layers.png
(3 px per µm) Two of the layers only.
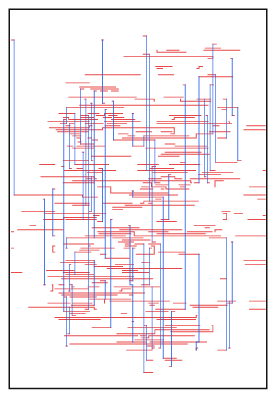
route_heat.png
(3 px per µm) The die is cut into 17 by 25 equal tiles; dark blue is low, red is high, scaled to the fullest tile. Values are wire area over tile area, all layers added.
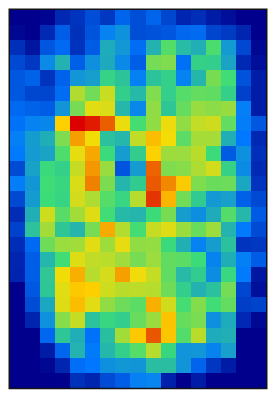
port_trees.png
(4 px per µm)
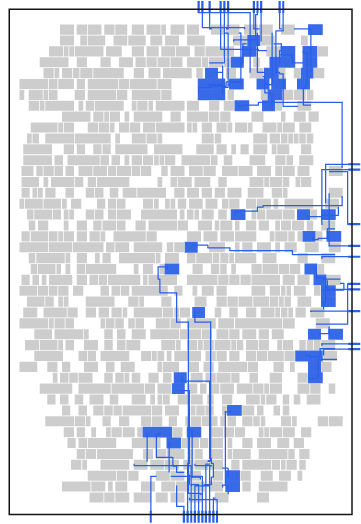
placed.png
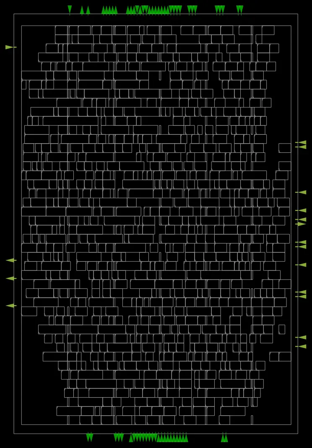
ff_map.png
(4 px per µm) Other sequential cells in the stronger grey, the rest of the logic in the fainter grey.
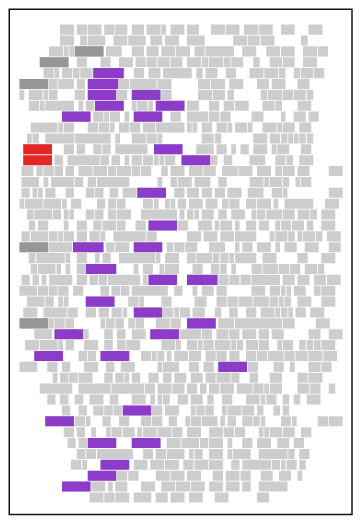
--- src/rtl/reg_permuter_pkg.sv ---
`default_nettype none
// ============================================================================
// Module   : reg_permuter_pkg
// Brief    : Opcode and FSM state types shared by the register permuter.
// Revision : 1.0 - initial release
// ============================================================================
package reg_permuter_pkg;

    localparam int OP_W = 3;

    typedef enum logic [OP_W-1:0] {
        OP_NOP     = 3'd0,
        OP_LOAD    = 3'd1,
        OP_SWAP    = 3'd2,
        OP_ROT_L   = 3'd3,
        OP_ROT_R   = 3'd4,
        OP_REVERSE = 3'd5
    } perm_op_t;

    typedef enum logic [0:0] {
        ST_IDLE = 1'b0,
        ST_REV  = 1'b1
    } perm_state_t;

endpackage : reg_permuter_pkg
`default_nettype wire

--- src/rtl/reg_permuter.sv ---
`default_nettype none
// ============================================================================
// Module   : reg_permuter
// Brief    : DEPTH x WIDTH register bank with load, swap, rotate and reverse.
// Revision : 1.0 - initial release
// ============================================================================
module reg_permuter
    import reg_permuter_pkg::*;
#(
    parameter int WIDTH = 8,
    parameter int DEPTH = 4,
    localparam int IDX_W = $clog2(DEPTH)
) (
    input  logic                     clk,
    input  logic                     rst,
    input  logic                     op_valid,
    output logic                     op_ready,
    input  logic [OP_W-1:0]          op,
    input  logic [IDX_W-1:0]         idx_a,
    input  logic [IDX_W-1:0]         idx_b,
    input  logic [WIDTH*DEPTH-1:0]   load_data,
    output logic [WIDTH*DEPTH-1:0]   regs_out,
    output logic                     done,
    output logic                     err
);

    localparam logic [IDX_W:0]   c_DEPTH_EXT = (IDX_W+1)'(DEPTH);
    localparam logic [IDX_W-1:0] c_HI_INIT   = IDX_W'(DEPTH - 1);

    logic [WIDTH-1:0] r_regs [DEPTH];
    logic [WIDTH-1:0] w_next [DEPTH];

    perm_state_t      r_state;
    perm_state_t      w_state_next;
    logic [IDX_W-1:0] r_lo;
    logic [IDX_W-1:0] r_hi;
    logic [IDX_W-1:0] w_lo_next;
    logic [IDX_W-1:0] w_hi_next;
    logic [IDX_W-1:0] w_lo_inc;
    logic [IDX_W-1:0] w_hi_dec;
    logic             r_done;
    logic             r_err;
    logic             w_done_next;
    logic             w_err_next;
    logic             w_accept;
    logic             w_idx_bad;

    assign op_ready  = (r_state == ST_IDLE) && !rst;
    assign w_accept  = op_valid && op_ready;
    assign w_lo_inc  = r_lo + IDX_W'(1);
    assign w_hi_dec  = r_hi - IDX_W'(1);
    // Indices can only exceed the bank when DEPTH is not a power of two.
    assign w_idx_bad = ({1'b0, idx_a} >= c_DEPTH_EXT) || ({1'b0, idx_b} >= c_DEPTH_EXT);

    always_comb begin
        w_next       = r_regs;
        w_state_next = r_state;
        w_lo_next    = r_lo;
        w_hi_next    = r_hi;
        w_done_next  = 1'b0;
        w_err_next   = 1'b0;

        case (r_state)
            ST_IDLE: begin
                if (w_accept) begin
                    case (op)
                        OP_NOP: begin
                            w_done_next = 1'b1;
                        end
                        OP_LOAD: begin
                            for (int i = 0; i < DEPTH; i++) begin
                                w_next[i] = load_data[i*WIDTH +: WIDTH];
                            end
                            w_done_next = 1'b1;
                        end
                        OP_SWAP: begin
                            if (w_idx_bad) begin
                                w_err_next = 1'b1;
                            end else begin
                                w_next[idx_a] = r_regs[idx_b];
                                w_next[idx_b] = r_regs[idx_a];
                                w_done_next   = 1'b1;
                            end
                        end
                        OP_ROT_L: begin
                            for (int i = 0; i < DEPTH; i++) begin
                                w_next[i] = r_regs[(i + 1) % DEPTH];
                            end
                            w_done_next = 1'b1;
                        end
                        OP_ROT_R: begin
                            for (int i = 0; i < DEPTH; i++) begin
                                w_next[i] = r_regs[(i + DEPTH - 1) % DEPTH];
                            end
                            w_done_next = 1'b1;
                        end
                        OP_REVERSE: begin
                            // Accept edge only arms the pointers; swapping starts next edge.
                            w_state_next = ST_REV;
                            w_lo_next    = '0;
                            w_hi_next    = c_HI_INIT;
                        end
                        default: begin
                            w_err_next = 1'b1;
                        end
                    endcase
                end
            end
            ST_REV: begin
                w_next[r_lo] = r_regs[r_hi];
                w_next[r_hi] = r_regs[r_lo];
                w_lo_next    = w_lo_inc;
                w_hi_next    = w_hi_dec;
                if (w_lo_inc >= w_hi_dec) begin
                    w_state_next = ST_IDLE;
                    w_done_next  = 1'b1;
                end
            end
            default: begin
                w_state_next = ST_IDLE;
            end
        endcase
    end

    always_ff @(posedge clk) begin
        if (rst) begin
            for (int i = 0; i < DEPTH; i++) begin
                r_regs[i] <= '0;
            end
            r_state <= ST_IDLE;
            r_lo    <= '0;
            r_hi    <= c_HI_INIT;
            r_done  <= 1'b0;
            r_err   <= 1'b0;
        end else begin
            r_regs  <= w_next;
            r_state <= w_state_next;
            r_lo    <= w_lo_next;
            r_hi    <= w_hi_next;
            r_done  <= w_done_next;
            r_err   <= w_err_next;
        end
    end

    assign done = r_done;
    assign err  = r_err;

    generate
        for (genvar g = 0; g < DEPTH; g++) begin : g_pack
            assign regs_out[g*WIDTH +: WIDTH] = r_regs[g];
        end
    endgenerate

endmodule : reg_permuter
`default_nettype wire

--- config.mk ---
export PLATFORM = sky130hd
export DESIGN_NAME = reg_permuter
export DESIGN_NICKNAME = d
export VERILOG_FILES = /design/src/rtl/reg_permuter_pkg.sv /design/src/rtl/reg_permuter.sv
export SDC_FILE = /design/constraint.sdc
export NUM_CORES = 1
export LEC_CHECK = 0
export CAP_MARGIN = 20
export CORE_ASPECT_RATIO = 1.5
export CORE_MARGIN = 2
export CORE_UTILIZATION = 51
export DETAILED_ROUTE_END_ITERATION = 7
export HOLD_SLACK_MARGIN = 0.06
export PLACE_DENSITY = 0.85
export SLEW_MARGIN = 20
export SYNTH_ARGS = -nofsm -noshare
export SYNTH_HDL_FRONTEND = slang
export SYNTH_SLANG_ARGS = --single-unit
--- constraint.sdc ---
create_clock -name clk -period 2 [get_ports clk]
set_input_delay 0.4 -clock clk [delete_from_list [all_inputs] [get_ports clk]]
set_output_delay 0.4 -clock clk [all_outputs]
set_load 0.03 [all_outputs]
==> run summary <==
run metrics: run status=finished, violations left, failing checks=negative setup slack, distinct lib cells=49, Reg power frac=0.305, placement row count=44, Power Density=486 nW/µm², Setup crit start kind=flip-flop, NumNets Final=819, H-tree Lvls=2, final hold viol count=0, largest net degree at the start of global routing=51, Switching Share=0.396, OpenROAD warning count=32, Post-Synth Simple-Gate Area=0.135, Gate Area=3800 µm², hold depth=2, Final setup viols=2, CP delay by family, top=buffers and inverters, Final Instance Area=6760 µm², Sw Pwr=1300 µW, hpwl dp=15700 µm, Post-Syn Area=5060 µm², Setup crit end kind=output pin, CP Depth=1, flop share of the area=0.117, Clock buf/inv share=0.0215, Post-synth regs=39, clk_lat worst skew=0.29 ns, Place WS=-0.541 ns, WP buf/inv=1, worst-path cell chain=clkdlybuf4s50_1, drt initial violations=837, GPL Wtd Cong=1.09, Worst R2R Path Depth=6, Top cells by area=dfxtp_1, mux2i_1, o22ai_1, nand2_1, o31ai_1, Worst Skew=0.00815 ns, most used routing layer in global routing=met2, top-count cell post-synth=nand2_1, buffer share of cell area=0.269, final worst setup slack=-0.0116 ns, Placement Cell Area=6510 µm², hold path start=regs_out[25], WP data arrival=1.61 ns, global-route wire length before repair=33700 µm
About layers.png:
Key: blue = M4 [wire length 1440 µm]; red = M3 [wire length 2360 µm]
DRT Wirelength: 21900 µm
wire per inst: 24.8 µm

About route_heat.png:
36% of the tiles are over half the peak. The densest ninth of the die: centre. 8.2% of the tiles are nearly empty.
Via Count: 6486
GRT Total Usage: 0.393

About port_trees.png:
Key: blue = load_data [bits 32, direction input, end cells 50, buffers 32, wire 998 µm]
IO Count: 77
Port Buf Inserts: 76

About placed.png:
fillcell total: 790
core footprint: 9690 µm²

About ff_map.png:
Key: red = r_lo [placed flops 2]; purple = regs_out [placed flops 32]
Flop area: 787 µm²
Final Util: 0.697

Power figures rest on the tool's default switching activity, not on a simulated workload.
